===== src/rtl/mul_pkg.sv =====
`default_nettype none
// ============================================================================
// Module : mul_pkg
// Brief  : FSM encodings, step width and nibble-select/shift table.
// Rev    : 1.0
// ============================================================================
package mul_pkg;

    localparam int STEP_W = 2;

    typedef enum logic [1:0] {
        ST_IDLE = 2'd0,
        ST_CALC = 2'd1,
        ST_DONE = 2'd2
    } state_t;

    typedef struct packed {
        logic       a_hi;
        logic       b_hi;
        logic [3:0] shift;
    } step_sel_t;

    // Partial-product order: lo*lo, hi*lo, lo*hi, hi*hi.
    function automatic step_sel_t step_sel(input logic [STEP_W-1:0] step);
        step_sel_t sel;
        case (step)
            2'd0:    sel = '{a_hi: 1'b0, b_hi: 1'b0, shift: 4'd0};
            2'd1:    sel = '{a_hi: 1'b1, b_hi: 1'b0, shift: 4'd4};
            2'd2:    sel = '{a_hi: 1'b0, b_hi: 1'b1, shift: 4'd4};
            default: sel = '{a_hi: 1'b1, b_hi: 1'b1, shift: 4'd8};
        endcase
        return sel;
    endfunction

endpackage
`default_nettype wire


===== src/rtl/mul4x4.sv =====
`default_nettype none
// ============================================================================
// Module : mul4x4
// Brief  : Purely combinational 4x4 unsigned multiplier core.
// Rev    : 1.0
// ============================================================================
module mul4x4 (
    input  logic [3:0] a,
    input  logic [3:0] b,
    output logic [7:0] p
);

    assign p = {4'd0, a} * {4'd0, b};

endmodule
`default_nettype wire


===== src/rtl/mul8x8_seq.sv =====
`default_nettype none
// ============================================================================
// Module : mul8x8_seq
// Brief  : 8x8 unsigned multiplier, four nibble passes through one 4x4 core.
// Rev    : 1.0
// ============================================================================
module mul8x8_seq
    import mul_pkg::*;
(
    input  logic        clk,
    input  logic        reset,
    input  logic [7:0]  in_a,
    input  logic [7:0]  in_b,
    input  logic        in_valid,
    output logic        in_ready,
    output logic [15:0] out_res,
    output logic        out_valid,
    input  logic        out_ready,
    output logic        busy
);

    state_t              r_state;
    logic [STEP_W-1:0]   r_step;
    logic [7:0]          r_op_a;
    logic [7:0]          r_op_b;
    logic [15:0]         r_acc;
    logic                r_out_valid;
    logic                r_busy;

    step_sel_t           w_sel;
    logic [3:0]          w_nib_a;
    logic [3:0]          w_nib_b;
    logic [7:0]          w_pp;
    logic [15:0]         w_pp_shifted;
    logic [15:0]         w_acc_next;

    assign w_sel        = step_sel(r_step);
    assign w_nib_a      = w_sel.a_hi ? r_op_a[7:4] : r_op_a[3:0];
    assign w_nib_b      = w_sel.b_hi ? r_op_b[7:4] : r_op_b[3:0];
    assign w_pp_shifted = {8'd0, w_pp} << w_sel.shift;
    assign w_acc_next   = r_acc + w_pp_shifted;

    mul4x4 u_core (
        .a (w_nib_a),
        .b (w_nib_b),
        .p (w_pp)
    );

    always_ff @(posedge clk or posedge reset) begin
        if (reset) begin
            r_state     <= ST_IDLE;
            r_step      <= '0;
            r_op_a      <= '0;
            r_op_b      <= '0;
            r_acc       <= '0;
            r_out_valid <= 1'b0;
            r_busy      <= 1'b0;
        end else begin
            case (r_state)
                ST_IDLE: begin
                    if (in_valid) begin
                        r_state <= ST_CALC;
                        r_op_a  <= in_a;
                        r_op_b  <= in_b;
                        r_acc   <= '0;
                        r_step  <= '0;
                        r_busy  <= 1'b1;
                    end
                end
                ST_CALC: begin
                    r_acc  <= w_acc_next;
                    r_step <= r_step + STEP_W'(1);
                    if (r_step == STEP_W'(3)) begin
                        r_state     <= ST_DONE;
                        r_out_valid <= 1'b1;
                    end
                end
                ST_DONE: begin
                    if (out_ready) begin
                        r_state     <= ST_IDLE;
                        r_out_valid <= 1'b0;
                        r_busy      <= 1'b0;
                    end
                end
                default: begin
                    r_state     <= ST_IDLE;
                    r_out_valid <= 1'b0;
                    r_busy      <= 1'b0;
                end
            endcase
        end
    end

    assign in_ready  = (r_state == ST_IDLE) & ~reset;
    assign out_res   = r_acc;
    assign out_valid = r_out_valid;
    assign busy      = r_busy;

endmodule
`default_nettype wire


===== config.mk =====
export PLATFORM = sky130hd
export DESIGN_NAME = mul8x8_seq
export DESIGN_NICKNAME = d
export VERILOG_FILES = /design/src/rtl/mul_pkg.sv /design/src/rtl/mul4x4.sv /design/src/rtl/mul8x8_seq.sv
export SDC_FILE = /design/constraint.sdc
export NUM_CORES = 1
export LEC_CHECK = 0
export CORE_ASPECT_RATIO = 1.75
export CORE_MARGIN = 1.5
export CORE_UTILIZATION = 56
export CTS_CLUSTER_SIZE = 28
export DETAILED_ROUTE_END_ITERATION = 10
export GPL_TIMING_DRIVEN = 0
export PLACE_DENSITY_LB_ADDON = 0.08
export RECOVER_POWER = 25
export SLEW_MARGIN = 20
export SYNTH_ARGS = -nofsm -noshare
export SYNTH_HDL_FRONTEND = slang
export SYNTH_SLANG_ARGS = --single-unit

===== constraint.sdc =====
create_clock -name clk -period 7.35 [get_ports clk]
set_input_delay 1.47 -clock clk [delete_from_list [all_inputs] [get_ports clk]]
set_output_delay 1.47 -clock clk [all_outputs]
set_load 0.05 [all_outputs]

==> results.toml, run 1 <==
# physical design summary
[outcome]
outcome = "finished, violations left"
violations = "max-capacitance violations, max-slew violations"

[grt]
grt_pass1_wl_um = 11400

[layout]
drive_gt1_frac = 0.101
stdcell_count = 410
final_design_area_no_fill_sq_um = 3460

[synth]
yosys_warnings = 0
synth-seq-cells = 38
syn_nets = 364
synth.avg_cell_area_sq_um = 9.28
syn_area_sq_um = 2870
synth_cells = 309
synth-main-ff-cell = "dfrtp_1"
synth_seq_share = 0.331
yosysUniqueCellTypes = 47
async_flop_share = 1.00
edf_count = 0

[routing]
vias = 2428
avgRoutedWirePerCell_um = 16.5
drcViolationCount = 0
dr.first_iter.drc_count = 88
viasPerCell = 5.92
routed_wirelength_um = 6750
firstDrtPassIters = 4

[final_timing]
tightest_slew_ns = 1.73
holdWs_ns = 0.484
skew_ns = 0.00409
maxSlewHeadroom = -0.154
maxSlewViolCount = 33
setup_viol = 0
hold_viol = 0
fmax_mhz = 173

[job]
max_cap_violations = 1
warnings = 28

[worst_setup_path]
critPathMaxStageDelay_ns = 0.57
crit_path_cell_trace = "ha_1 -> nor2_2 -> mux2i_1 -> or2_1 -> fa_1 -> inv_1 -> fa_1 -> inv_1 -> fa_1 -> inv_1 -> a21o_1 -> a21oi_1 -> xnor2_1 -> mux2i_1 -> nor2_1 -> ha_1 -> a211o_1 -> o21ai_2 -> o21ai_2 -> a221oi_2 -> xor2_1 -> o21ai_1"
startpoint = "r_step[0]$_DFFE_PP0P_"
rr_worst_depth = 22
crit_fanout = 8
crit_end = "out_res[13]$_DFFE_PP0P_"
setup.worst_path.class = "reg2reg"
cp.depth = 22
reg2reg_to = "out_res[13]$_DFFE_PP0P_"
worstPathRequired_ns = 7.52
cpLargestDelayFamily = "adder cells"
crit_arrival_ns = 5.94
cp-end-kind = "flop"
slowest_stage = "fa_1"

[cts]
h-tree-depth = 2
cts_tree = "yes"
cts_buffers = 5
cts_buffer_depth = 2
postCtsHoldBufs = 0
cts_root_buf = "clkbuf_8"
worstSkewPairLatency_ns = 0.30

[floorplan]
chipArea_sq_um = 5580
die_w_um = 57.1
rows = 34

[placement]
place_congestion = 0.924
dp_slack_ns = 1.62
hpwl_um = 5110
placement.io_buffers = 38
place_area_sq_um = 3340

[worst_hold_path]
worstHoldEndpoint = "out_valid$_DFFE_PP0P_"
hold_path_depth = 2
min_from = "out_valid$_DFFE_PP0P_"
-- run 1: cells in the mapped netlist, types with 2 or more instances --
cell type,n,share of area
dfrtp_1,38,0.33
nand2_1,37,0.048
ha_1,30,0.13
nor2_1,28,0.037
inv_1,16,0.021
a21oi_1,14,0.024
o22ai_1,13,0.028
mux2_2,11,0.043
mux2i_1,10,0.035
o21ai_0,10,0.017
xor2_1,9,0.027
o21ai_1,8,0.014
a21o_1,7,0.018
buf_2,7,0.012
xnor2_1,7,0.021
mux2_1,6,0.024
fa_1,5,0.035
nor2b_1,5,0.011
nor3_1,5,0.0087
or2_1,4,0.0087
a211oi_1,3,0.0078
o21bai_1,3,0.0078
a21oi_2,2,0.0061
a221o_1,2,0.0070
a31oi_1,2,0.0044
buf_1,2,0.0026
clkbuf_1,2,0.0026
nand3_1,2,0.0035
nor2_2,2,0.0044
o21ai_2,2,0.0061
-- run 1: logic make-up (layout without fill, tap and decap cells) --
logic type,after synthesis,in the layout,synth area share
DFF,38,38,0.331
and+or+nand+nor,91,91,0.142
xor gates and xnor gates,16,16,0.0488
adders and majority gates,35,35,0.166
AOI/OAI and AO/OA,75,75,0.172
muxes,27,27,0.102
buffers and inverters,27,74,0.0384
-- run 1: area by class of cell --
| cell class | count | area (sq um) |
|---|---|---|
| multi-input cells | 244 | 1810 |
| fillers | 416 | 1480 |
| flip-flops and latches | 38 | 951 |
| repair buffers | 39 | 384 |
| clock buffers | 5 | 68.8 |
| clock inverters | 3 | 68.8 |
| well taps | 54 | 67.6 |
| inverters | 16 | 60.1 |
| plain buffers | 11 | 50.0 |
-- run 1: flip-flops by register name, summed over array words and instances, names as in the netlist --
name,cells
out_res,16
r_op_a,8
r_op_b,8
r_state,2
r_step,2
busy,1
out_valid,1
-- run 1: metal layers --
layer,GRT usage,part of all wire,up-vias,routed length (um)
met5,0,0,-,0
met3,0.0453,0.034,25,230
li1,-,-,1184,-
met2,0.473,0.54,56,3660
met4,0.147,0.047,0,314
met1,0.269,0.38,1163,2540
-- run 1: tightest hold or removal path: stages (launching register included) --
cell and delay [ns]:
dfrtp_1 0.35, nand2_1 0.05, nand2_1 0.06
-- run 1: cells in the final DEF (no fill, tap or decap), types with 2 or more instances in the layout --
master and n:
o22ai_1 13, bufinv_16 2, clkdlybuf4s50_1 37, buf_1 2
inv_1 16, o21ai_0 10, a21oi_2 2, o21bai_1 3
ha_1 30, nand3_1 2, clkbuf_1 3, clkbuf_8 5
a31oi_1 2, buf_2 7, o21ai_1 8, o21ai_2 2
nor2_2 2, dfrtp_1 38, a221o_1 2, nor2_1 28
a21o_1 7, a211oi_1 3, xor2_1 9, or2_1 4
a21oi_1 14, nor2b_1 5, mux2i_1 10, xnor2_1 7
mux2_2 11, nand2_1 37, fa_1 5, mux2_1 6
nor3_1 5
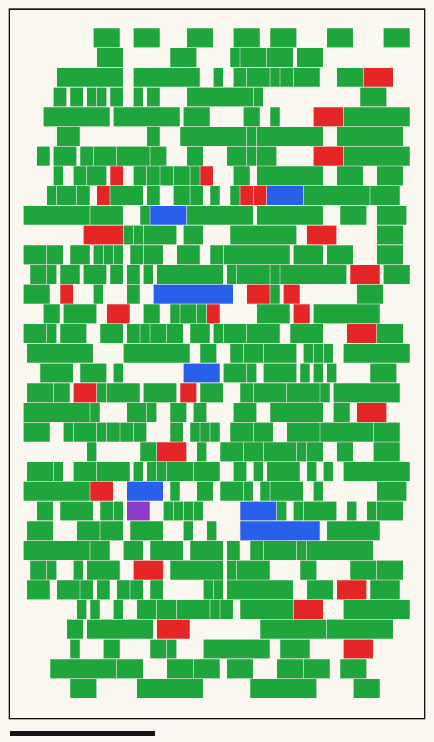
Fig. 1. Cells by drive strength (run 1).
The bar under the picture is 20 um long.
- blue: drive 6 and up (cells 7)
- green: drive 1 or less (cells 320)
- red: drive 2 (cells 28)
- purple: drive 3 to 4 (cells 1)

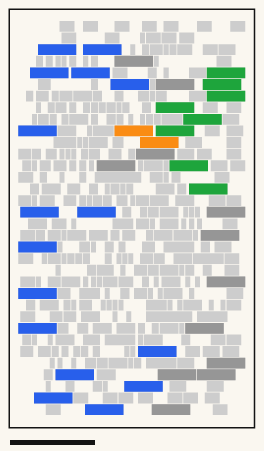
Fig. 2. Sequential cells grouped by signal name (run 1).
The bar under the picture is 20 um long. Other sequential cells in the stronger grey, the rest of the logic in the fainter grey.
- blue: out_res (placed flops 16)
- green: r_op_b (placed flops 8; where north-east)
- orange: r_state (placed flops 2)
- not coloured: 12

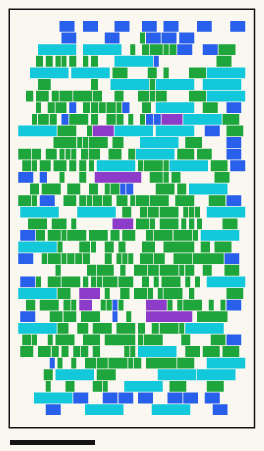
Fig. 3. Placement by cell class (run 1).
The bar under the picture is 20 um long.
- blue: other buffers and delay cells (cells 50; share of their area 13%)
- green: all other logic (cells 260; share of their area 55%)
- purple: clock drivers and dummy loads (cells 8; share of their area 4.1%)
- cyan: flip-flops (cells 38; share of their area 28%)
core box area: 4930 sq um
final core occ: 0.701

Fig. 4: run 1, gate families picked out
The bar under the picture is 20 um long.
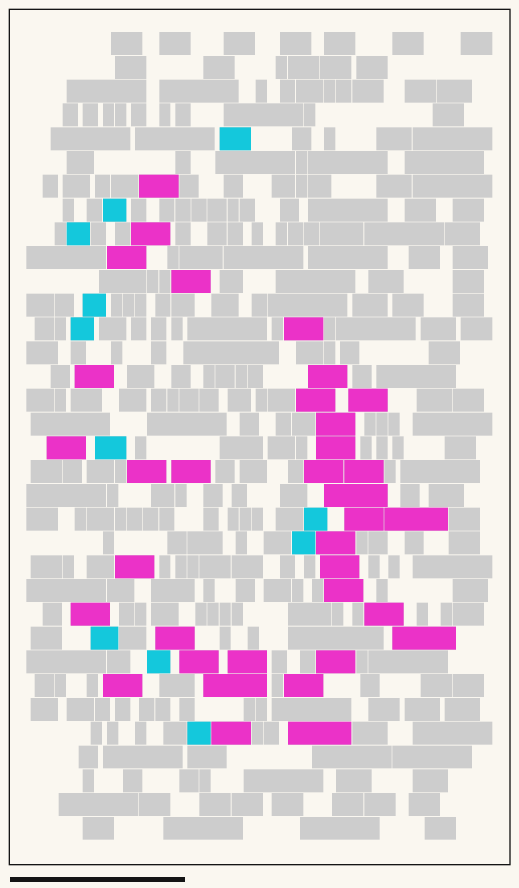

==> run 2: changes to the inputs <==
Clock period 7.35 ns to 5.85 ns, I/O delays scaled along.
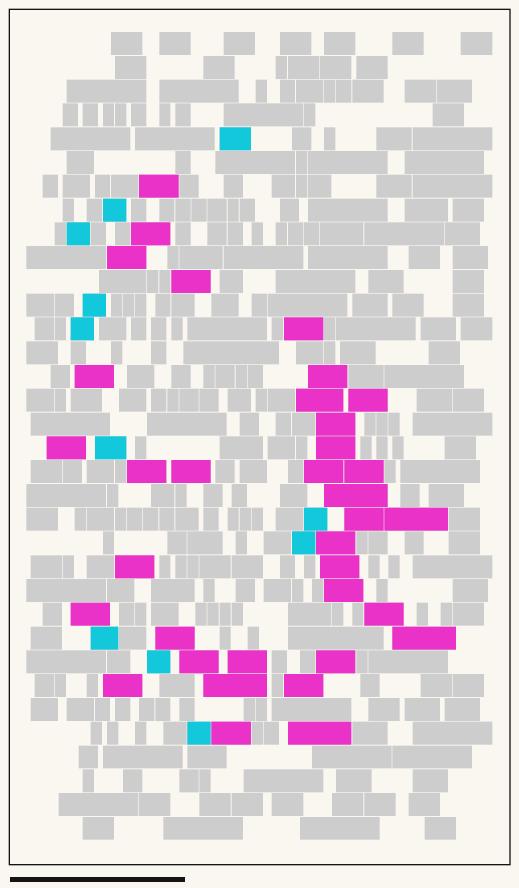
Fig. 5. Gate families picked out (run 2).
The bar under the picture is 20 um long.
- magenta: adder and majority cells (cells 35)
- cyan: AND-OR and OR-AND gates (cells 11)
most frequent logic cell in the layout: dfrtp_1
Comb/total area: 0.524
non-filler cells, final: 411

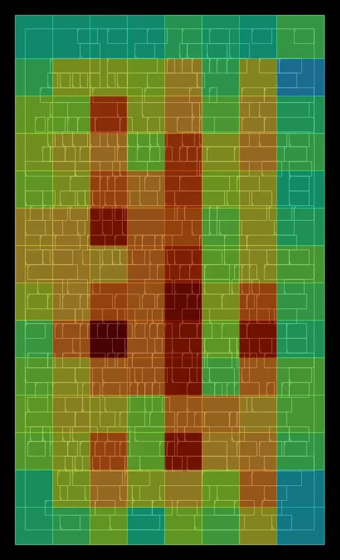
Fig. 6. Routing congestion map (run 2).
grt met2 use: 0.473
final core occ: 0.706
total global-route track usage: 0.260
gr busiest metal: met2

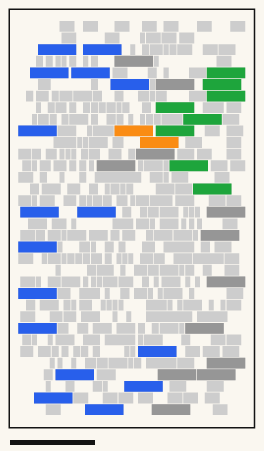
Fig. 7. Sequential cells grouped by signal name (run 2).
The bar under the picture is 20 um long. Other sequential cells in the stronger grey, the rest of the logic in the fainter grey.
- orange: r_state (placed flops 2)
- blue: out_res (placed flops 16)
- green: r_op_b (placed flops 8; where north-east)
- not coloured: 12
Flop area: 951 sq um
sequential cell area share: 0.273

==> run 2 against run 1 <==
The run still ends with max-capacitance violations, max-slew violations left. Clock skew rose by 0.00097 ns. Critical path type unchanged. Hold slack improved by 0.0013 ns. Largest cell class unchanged. Cell area rose by 0.69%. Global-route usage did not move.
==> results.toml, run 2 <==
# physical design summary
[outcome]
outcome = "finished, violations left"
violations = "max-capacitance violations, max-slew violations"

[synth]
edf_count = 0
yosysTopAreaCell = "dfrtp_1"
most_common_cell = "dfrtp_1"
yosys_warnings = 0
ys_cells = 309
synth.avg_cell_area_sq_um = 9.28
yosys.area_share.adder = 0.166
synth.top_cell.area_share = 0.331
yosysUniqueCellTypes = 47
top_logic_kind = "AND-OR/OR-AND gates"
syn_area_sq_um = 2870
synth_seq_share = 0.331
synthTopCellsByArea = "dfrtp_1, ha_1, nand2_1"
synth-seq-cells = 38
ys_sh_xor = 0.0488
syn_nets = 364
ys_area_sq_um = 2870
mux_share = 0.102
synth_cells = 309
synth-main-ff-cell = "dfrtp_1"
aoi_share = 0.172
simple_gate_area_frac = 0.142
async_flop_share = 1.00
common_cells = "dfrtp_1, nand2_1, ha_1, nor2_1, inv_1"

[routing]
viasPerCell = 5.90
dr.first_iter.drc_count = 59
vias = 2424
drcViolationCount = 0
avgRoutedWirePerCell_um = 16.4
firstDrtPassIters = 4
routed_wirelength_um = 6740
drtAntennaViolNets = 0

[final_timing]
maxSlewHeadroom = -0.150
maxSlewViolCount = 33
rsz0062_at_grt = "no"
hold_viol = 0
setup_viol = 0
fin_crit_ns = 5.52
tightest_slew_ns = 1.73
final.period_utilization = 0.944
skew_ns = 0.00506
holdWs_ns = 0.485
fmax_mhz = 181

[placement]
placement.io_buffers = 38
place_congestion = 0.924
hpwl_um = 5110

[cts]
path_clk_slew_ns = 0.08
cts_tree = "yes"
cts_buffers = 5
cts.sinks = 38
postCtsHoldBufs = 0
worstSkewPairLatency_ns = 0.30
h-tree-depth = 2
cts_root_buf = "clkbuf_8"
cts_buffer_depth = 2

[floorplan]
rows = 34
chipArea_sq_um = 5580
core-area_sq_um = 4930
die_w_um = 57.1
fp_util = 0.581
pin_count = 39

[layout]
syn2layout_area_growth_pct = 21.4
largest_reg_flops = 16
antennaDiodeCount = 0
final_cell_mix = "dfrtp_1, nand2_1, clkdlybuf4s50_1"
drive_gt1_frac = 0.109
nets = 411

[grt]
antenna_found_initial = 0
grt_pass1_wl_um = 11400
grt_max_degree = 33
globalRouteOverflowTotal = 0

[worst_setup_path]
crit_arrival_ns = 5.71
crit_path_cell_trace = "ha_2 -> nor2_4 -> mux2i_1 -> or2_1 -> fa_1 -> inv_1 -> fa_1 -> inv_1 -> fa_1 -> inv_1 -> a21o_1 -> a21oi_1 -> xnor2_1 -> nand2_1 -> o21ai_0 -> ha_1 -> buf_2 -> a221oi_1 -> o21ai_0 -> a21oi_1 -> o21ai_0 -> xor2_1 -> nor3_1 -> a221o_1"
crit_fanout = 8
cp-end-kind = "flop"
worstPathRequired_ns = 6.04
path_buffers = 4
critPathMaxStageDelay_ns = 0.57
cpLargestDelayFamily = "adder cells"
setup.worst_path.class = "reg2reg"
slowest_stage = "fa_1"

[worst_hold_path]
hold_path.class = "reg2reg"

[job]
warnings = 28
max_cap_violations = 1
==> run 2: cell counts after synthesis <==
No cell type changed its count.
==> run 2: metal layers <==
| layer | track usage | vias up | routed length (um) |
|---|---|---|---|
| met5 | 0 | - | 0 |
| met4 | 0.147 | 0 | 318 |
| met3 | 0.0453 | 25 | 211 |
| met2 | 0.473 | 55 | 3650 |
| met1 | 0.269 | 1161 | 2560 |
| li1 | - | 1183 | - |
==> run 2: through the flow <==
stage                     cell area (sq um)  worst slack (ns)
after CTS                              3470            0.0882
after floorplan                        2870             0.754
after detailed placement               3340             0.124
after global placement                 3320             0.183
final                                  3480             0.325
after global routing                   3480            0.0133
==> run 2: kinds of logic after synthesis <==
| family | Yosys count |
|---|---|
| simple gates | 91 |
| compound gates | 75 |
| flops | 38 |
| fa+ha+maj | 35 |
| buf+inv | 27 |
| mux | 27 |
| xor+xnor | 16 |
==> run 2: worst reg2reg max path, delay by kind of cell, from the launching register on <==
family	cells	cell delay, ns
flip-flops	1	0.43
multiplexers	1	0.18
XOR/XNOR	2	0.44
AND-OR/OR-AND	8	1.24
buffers and inverters	4	0.36
AND/OR/NAND/NOR	4	0.66
adder cells (fa/ha/maj)	5	2.11
==> run 2: worst paths after layout <==
path	slack [ns]	startpoint	cells past startpoint	end
max in group asynchronous	2.72	reset	3	out_res[0]$_DFFE_PP0P_
worst max register to register	0.33	r_step[0]$_DFFE_PP0P_	24	out_res[15]$_DFFE_PP0P_
worst min-delay path	0.49	out_valid$_DFFE_PP0P_	2	out_valid$_DFFE_PP0P_
worst max-delay path	0.33	r_step[0]$_DFFE_PP0P_	24	out_res[15]$_DFFE_PP0P_
min in group asynchronous	1.25	reset	2	out_res[14]$_DFFE_PP0P_
worst min register to register	0.49	out_valid$_DFFE_PP0P_	2	out_valid$_DFFE_PP0P_
==> run 2: layout make-up <==
cell class | count | area [sq um]
Sequential cell | 38 | 951
Clock buffer | 5 | 68.8
Buffer | 11 | 50.0
Clock inverter | 3 | 68.8
Fill cell | 411 | 1450
Multi-Input combinational cell | 244 | 1820
Timing Repair Buffer | 40 | 392
Inverter | 16 | 60.1
Tap cell | 54 | 67.6
==> run 2: timing repair <==
item / 4_1_cts / 5_1_grt
resized: 0 / 4
buffers inserted: 0 / 1
setup endpoints to repair: 0 / 5
